[src/rtl/uart_rx_if.sv]
// ============================================================================
// Module      : uart_rx_if
// Description : Serial line, baud setting and valid/ready word handshake of uart_rx.
// Revision    : 1.0 - initial release
// ============================================================================
`default_nettype none
`timescale 1ns/1ps

interface uart_rx_if #(
    parameter int DATA_WDTH = 8
);
    logic                 RXi;
    logic [31:0]          BAUD_RATEi;
    logic                 RDYi;
    logic [DATA_WDTH-1:0] DATAo;
    logic                 VALIDo;
    logic                 BUSYo;
    logic                 FRAME_ERRo;
    logic                 OVERRUNo;

    // Receiver side
    modport master (
        input  RXi, BAUD_RATEi, RDYi,
        output DATAo, VALIDo, BUSYo, FRAME_ERRo, OVERRUNo
    );

    // Line driver / word consumer side
    modport slave (
        output RXi, BAUD_RATEi, RDYi,
        input  DATAo, VALIDo, BUSYo, FRAME_ERRo, OVERRUNo
    );
endinterface

`default_nettype wire

[src/rtl/uart_rx.sv]
// ============================================================================
// Module      : uart_rx
// Description : UART receiver (1 start, DATA_WDTH data LSB first, 1 stop), mid-bit
//               sampling at a runtime baud rate, valid/ready output register.
// Revision    : 1.0 - initial release
// ============================================================================
`default_nettype none
`timescale 1ns/1ps

module uart_rx #(
    parameter int FREQ_CLK  = 100000000,
    parameter int DATA_WDTH = 8
) (
    input  wire logic   CLKip,
    input  wire logic   rst,
    uart_rx_if.master   bus
);

    typedef enum logic [1:0] {
        ST_IDLE    = 2'd0,
        ST_START   = 2'd1,
        ST_RECEIVE = 2'd2,
        ST_STOP    = 2'd3
    } state_t;

    localparam int                 c_BIT_W    = $clog2(DATA_WDTH);
    localparam logic [c_BIT_W-1:0] c_LAST_BIT = c_BIT_W'(DATA_WDTH - 1);
    localparam logic [31:0]        c_FREQ     = 32'(FREQ_CLK);

    logic                 r_sync1;
    logic                 r_rx_s;
    logic                 r_rx_d;
    logic [1:0]           r_warm;
    logic                 r_armed;

    state_t               r_state;
    state_t               w_state_nxt;

    logic [31:0]          r_n;
    logic [31:0]          r_cnt;
    logic [31:0]          w_n;
    logic                 w_n_ok;
    logic                 w_fall;
    logic                 w_start_hit;
    logic                 w_bit_hit;

    logic [c_BIT_W-1:0]   r_bit;
    logic [DATA_WDTH-1:0] r_shift;
    logic [DATA_WDTH-1:0] r_data;
    logic                 r_valid;
    logic                 r_frame_err;
    logic                 r_overrun;

    // Edge detection is only armed once the synchroniser holds a genuine
    // post-reset high sample, so a line held low across reset cannot fake a start.
    always_ff @(posedge CLKip) begin
        if (rst) begin
            r_sync1 <= 1'b1;
            r_rx_s  <= 1'b1;
            r_rx_d  <= 1'b1;
            r_warm  <= 2'b00;
            r_armed <= 1'b0;
        end else begin
            r_sync1 <= bus.RXi;
            r_rx_s  <= r_sync1;
            r_rx_d  <= r_rx_s;
            r_warm  <= {r_warm[0], 1'b1};
            if (r_warm[1] && r_rx_s) begin
                r_armed <= 1'b1;
            end
        end
    end

    always_comb begin
        w_n = 32'd0;
        if (bus.BAUD_RATEi != 32'd0) begin
            w_n = c_FREQ / bus.BAUD_RATEi;
        end
        w_n_ok = (w_n >= 32'd4);
    end

    assign w_fall      = r_armed & r_rx_d & ~r_rx_s;
    assign w_start_hit = (r_cnt == ((r_n >> 1) - 32'd1));
    assign w_bit_hit   = (r_cnt == (r_n - 32'd1));

    always_ff @(posedge CLKip) begin
        if (rst) begin
            r_state <= ST_IDLE;
        end else begin
            r_state <= w_state_nxt;
        end
    end

    always_comb begin
        w_state_nxt = r_state;
        case (r_state)
            ST_IDLE: begin
                if (w_fall && w_n_ok) begin
                    w_state_nxt = ST_START;
                end
            end
            ST_START: begin
                if (w_start_hit) begin
                    w_state_nxt = r_rx_s ? ST_IDLE : ST_RECEIVE;
                end
            end
            ST_RECEIVE: begin
                if (w_bit_hit && (r_bit == c_LAST_BIT)) begin
                    w_state_nxt = ST_STOP;
                end
            end
            ST_STOP: begin
                if (w_bit_hit) begin
                    w_state_nxt = ST_IDLE;
                end
            end
            default: w_state_nxt = ST_IDLE;
        endcase
    end

    always_ff @(posedge CLKip) begin
        if (rst) begin
            r_n         <= 32'd0;
            r_cnt       <= 32'd0;
            r_bit       <= '0;
            r_shift     <= '0;
            r_data      <= '0;
            r_valid     <= 1'b0;
            r_frame_err <= 1'b0;
            r_overrun   <= 1'b0;
        end else begin
            r_frame_err <= 1'b0;
            r_overrun   <= 1'b0;
            if (r_valid && bus.RDYi) begin
                r_valid <= 1'b0;
            end

            case (r_state)
                ST_IDLE: begin
                    if (w_fall && w_n_ok) begin
                        r_n   <= w_n;
                        r_cnt <= 32'd0;
                    end
                end
                ST_START: begin
                    r_bit <= '0;
                    r_cnt <= w_start_hit ? 32'd0 : r_cnt + 32'd1;
                end
                ST_RECEIVE: begin
                    if (w_bit_hit) begin
                        r_cnt   <= 32'd0;
                        r_shift <= {r_rx_s, r_shift[DATA_WDTH-1:1]};
                        r_bit   <= r_bit + 1'b1;
                    end else begin
                        r_cnt <= r_cnt + 32'd1;
                    end
                end
                ST_STOP: begin
                    r_cnt <= r_cnt + 32'd1;
                    if (w_bit_hit) begin
                        // A good stop overrides the handshake clear above: the
                        // register always ends up holding the newest word.
                        if (r_rx_s) begin
                            r_data    <= r_shift;
                            r_valid   <= 1'b1;
                            r_overrun <= r_valid & ~bus.RDYi;
                        end else begin
                            r_frame_err <= 1'b1;
                        end
                    end
                end
                default: ;
            endcase
        end
    end

    assign bus.DATAo      = r_data;
    assign bus.VALIDo     = r_valid;
    assign bus.BUSYo      = (r_state != ST_IDLE);
    assign bus.FRAME_ERRo = r_frame_err;
    assign bus.OVERRUNo   = r_overrun;

endmodule

`default_nettype wire
[src/flat_wrapper.sv]
// flat-port wrapper written by rule: the top's interface ports become plain ports
module uart_rx_flat 
#(
    parameter int FREQ_CLK  = 100000000,
    parameter int DATA_WDTH = 8
)
  (CLKip, rst, bus_RXi, bus_BAUD_RATEi, bus_RDYi, bus_DATAo, bus_VALIDo, bus_BUSYo, bus_FRAME_ERRo, bus_OVERRUNo);
  uart_rx_if #(.DATA_WDTH(DATA_WDTH)) bus_i ();
  input  wire logic CLKip;
  input  wire logic rst;
  input wire logic [$bits(bus_i.RXi)-1:0] bus_RXi;
  input wire logic [$bits(bus_i.BAUD_RATEi)-1:0] bus_BAUD_RATEi;
  input wire logic [$bits(bus_i.RDYi)-1:0] bus_RDYi;
  output wire logic [$bits(bus_i.DATAo)-1:0] bus_DATAo;
  output wire logic [$bits(bus_i.VALIDo)-1:0] bus_VALIDo;
  output wire logic [$bits(bus_i.BUSYo)-1:0] bus_BUSYo;
  output wire logic [$bits(bus_i.FRAME_ERRo)-1:0] bus_FRAME_ERRo;
  output wire logic [$bits(bus_i.OVERRUNo)-1:0] bus_OVERRUNo;
  assign bus_i.RXi = bus_RXi;
  assign bus_i.BAUD_RATEi = bus_BAUD_RATEi;
  assign bus_i.RDYi = bus_RDYi;
  assign bus_DATAo = bus_i.DATAo;
  assign bus_VALIDo = bus_i.VALIDo;
  assign bus_BUSYo = bus_i.BUSYo;
  assign bus_FRAME_ERRo = bus_i.FRAME_ERRo;
  assign bus_OVERRUNo = bus_i.OVERRUNo;
  uart_rx #(.FREQ_CLK(FREQ_CLK), .DATA_WDTH(DATA_WDTH)) u_core (.CLKip(CLKip), .rst(rst), .bus(bus_i));
endmodule
[config.mk]
export PLATFORM = sky130hd
export DESIGN_NAME = uart_rx_flat
export DESIGN_NICKNAME = d
export VERILOG_FILES = /design/src/rtl/uart_rx_if.sv /design/src/rtl/uart_rx.sv /design/src/flat_wrapper.sv
export SDC_FILE = /design/constraint.sdc
export NUM_CORES = 1
export LEC_CHECK = 0
export ABC_AREA = 1
export CELL_PAD_IN_SITES_DETAIL_PLACEMENT = 1
export CELL_PAD_IN_SITES_GLOBAL_PLACEMENT = 1
export CORE_UTILIZATION = 47
export CTS_CLUSTER_SIZE = 20
export DETAILED_ROUTE_END_ITERATION = 6
export PLACE_DENSITY_LB_ADDON = 0.1
export SETUP_SLACK_MARGIN = 0.02
export SYNTH_ARGS = -nofsm -noshare
export SYNTH_HDL_FRONTEND = slang
export SYNTH_SLANG_ARGS = --single-unit
[constraint.sdc]
create_clock -name CLKip -period 95.7 [get_ports CLKip]
set_input_delay 19.14 -clock CLKip [delete_from_list [all_inputs] [get_ports CLKip]]
set_output_delay 19.14 -clock CLKip [all_outputs]
set_load 0.02 [all_outputs]
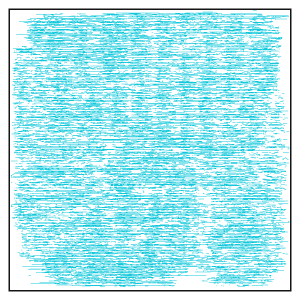
m1.png
Scale: 1 px per um.
6,268 nets have wire on it. The wires run mostly horizontal. The longest straight run is 91.5 um. The layer holds 47% of the routed length.

==> run notes <==
• 0 — Final setup violation count
• 6,462 — Post-Synthesis Net Count
• 6,471 — final-stage net count
• u_core.r_cnt[26]$_SDFFE_PP0P_ — Crit Reg-Reg Endpoint
• 93 — CTS Sinks
• finished, final reports clean — outcome
• simple AND/OR/NAND/NOR gates — biggest combinational cell group after synthesis
• 1.15 ns — transition time at the pin with the least slew margin
• 1 — n_diodes
• 23.3% — sequential power share
• 19.9 nW — Static Leakage
• 0% — share of flip-flops with an asynchronous set or reset after synthesis
• 130,000 um — routed wire length
• 5,925 — synthesized instance count
• 2 — antenna violations before repair
• 18.7 um — detailed-route wire length per cell
• AND-OR/OR-AND gates — Top delay family on crit path
• 6.77 ns — min setup slack post-route
• 37,200 um2 — placed cell areas
• primary input to flop — critical path class
• 280 um — Die Y
• 0 — EDFF count, synth
• flop — endpoint class of the critical path
• u_core.r_n[0]$_SDFFE_PP0P_ — Critical path destination
• 43.3% — met1 demand-to-capacity share in global routing
• 89.16 ns — Data arrival, critical path
• combinational cells — group drawing the most power
• 47 — port buffer count
• 92.9% — post-layout period usage of the worst path
• 0 — Setup Fix Bufs, Post-CTS
• sky130_fd_sc_hd__ha_1 17%, sky130_fd_sc_hd__nand2_1 15%, sky130_fd_sc_hd__a21oi_1 7.6% — Area contributors post-synth
• 95.92 ns — data required time of the worst path
• 10 — number of clock-tree buffers in the layout
• 62 — CP bufs+invs
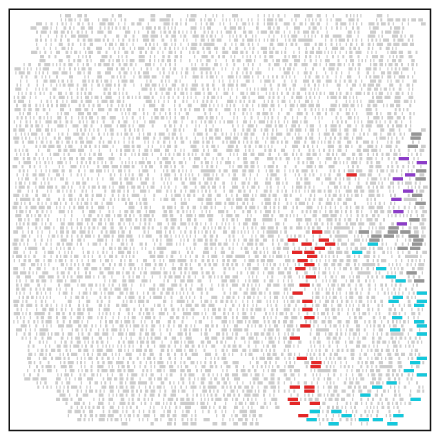
ff_map.png
Scale: 1.5 px per um. Other sequential cells in the stronger gray, the rest of the logic in the fainter gray.
Key: cyan = `u_core.r_cnt` [placed flops 32, where bottom right]; purple = `u_core.r_shift` [placed flops 8, where right middle]; red = `u_core.r_n` [placed flops 31]
Another 22 sequential cells are not colored.

## layer usage
layer,wire [um],vias to the layer above
li1,-,19800
met1,61400,18900
met2,60400,730
met3,4470,197
met4,3730,2
met5,13,-
## placed cells by master, fill, tap and decap left out, types with 27 or more instances in the layout
cell,n
sky130_fd_sc_hd__nand2_1,1419
sky130_fd_sc_hd__inv_1,700
sky130_fd_sc_hd__a21oi_1,551
sky130_fd_sc_hd__ha_1,501
sky130_fd_sc_hd__nor2_1,443
sky130_fd_sc_hd__nand3_1,339
sky130_fd_sc_hd__xor2_1,316
sky130_fd_sc_hd__o21ai_0,228
sky130_fd_sc_hd__xnor2_1,187
sky130_fd_sc_hd__nand2_2,95
sky130_fd_sc_hd__dfxtp_1,93
sky130_fd_sc_hd__o21ai_1,78
sky130_fd_sc_hd__buf_4,74
sky130_fd_sc_hd__or2_2,70
sky130_fd_sc_hd__nand3_2,67
sky130_fd_sc_hd__nor3_1,60
sky130_fd_sc_hd__nand4_1,58
sky130_fd_sc_hd__o21ai_2,54
sky130_fd_sc_hd__clkdlybuf4s50_1,45
sky130_fd_sc_hd__a21oi_2,41
sky130_fd_sc_hd__nor4_1,33
sky130_fd_sc_hd__o21bai_1,31
sky130_fd_sc_hd__a21o_1,30
sky130_fd_sc_hd__a211oi_1,27
## sequential cells by signal, indices dropped and copies added (netlist names)
register / cells
u_core.r_cnt: 32
u_core.r_sync1: 1
u_core.r_state: 2
u_core.r_shift: 8
u_core.r_rx_d: 1
u_core.r_rx_s: 1
u_core.r_n: 31
u_core.r_warm: 2
u_core.r_armed: 1
u_core.bus.VALIDo: 1
u_core.bus.OVERRUNo: 1
u_core.bus.FRAME_ERRo: 1
u_core.bus.DATAo: 8
u_core.r_bit: 3
No activity file was given, so power comes from the tool's default toggle rates.
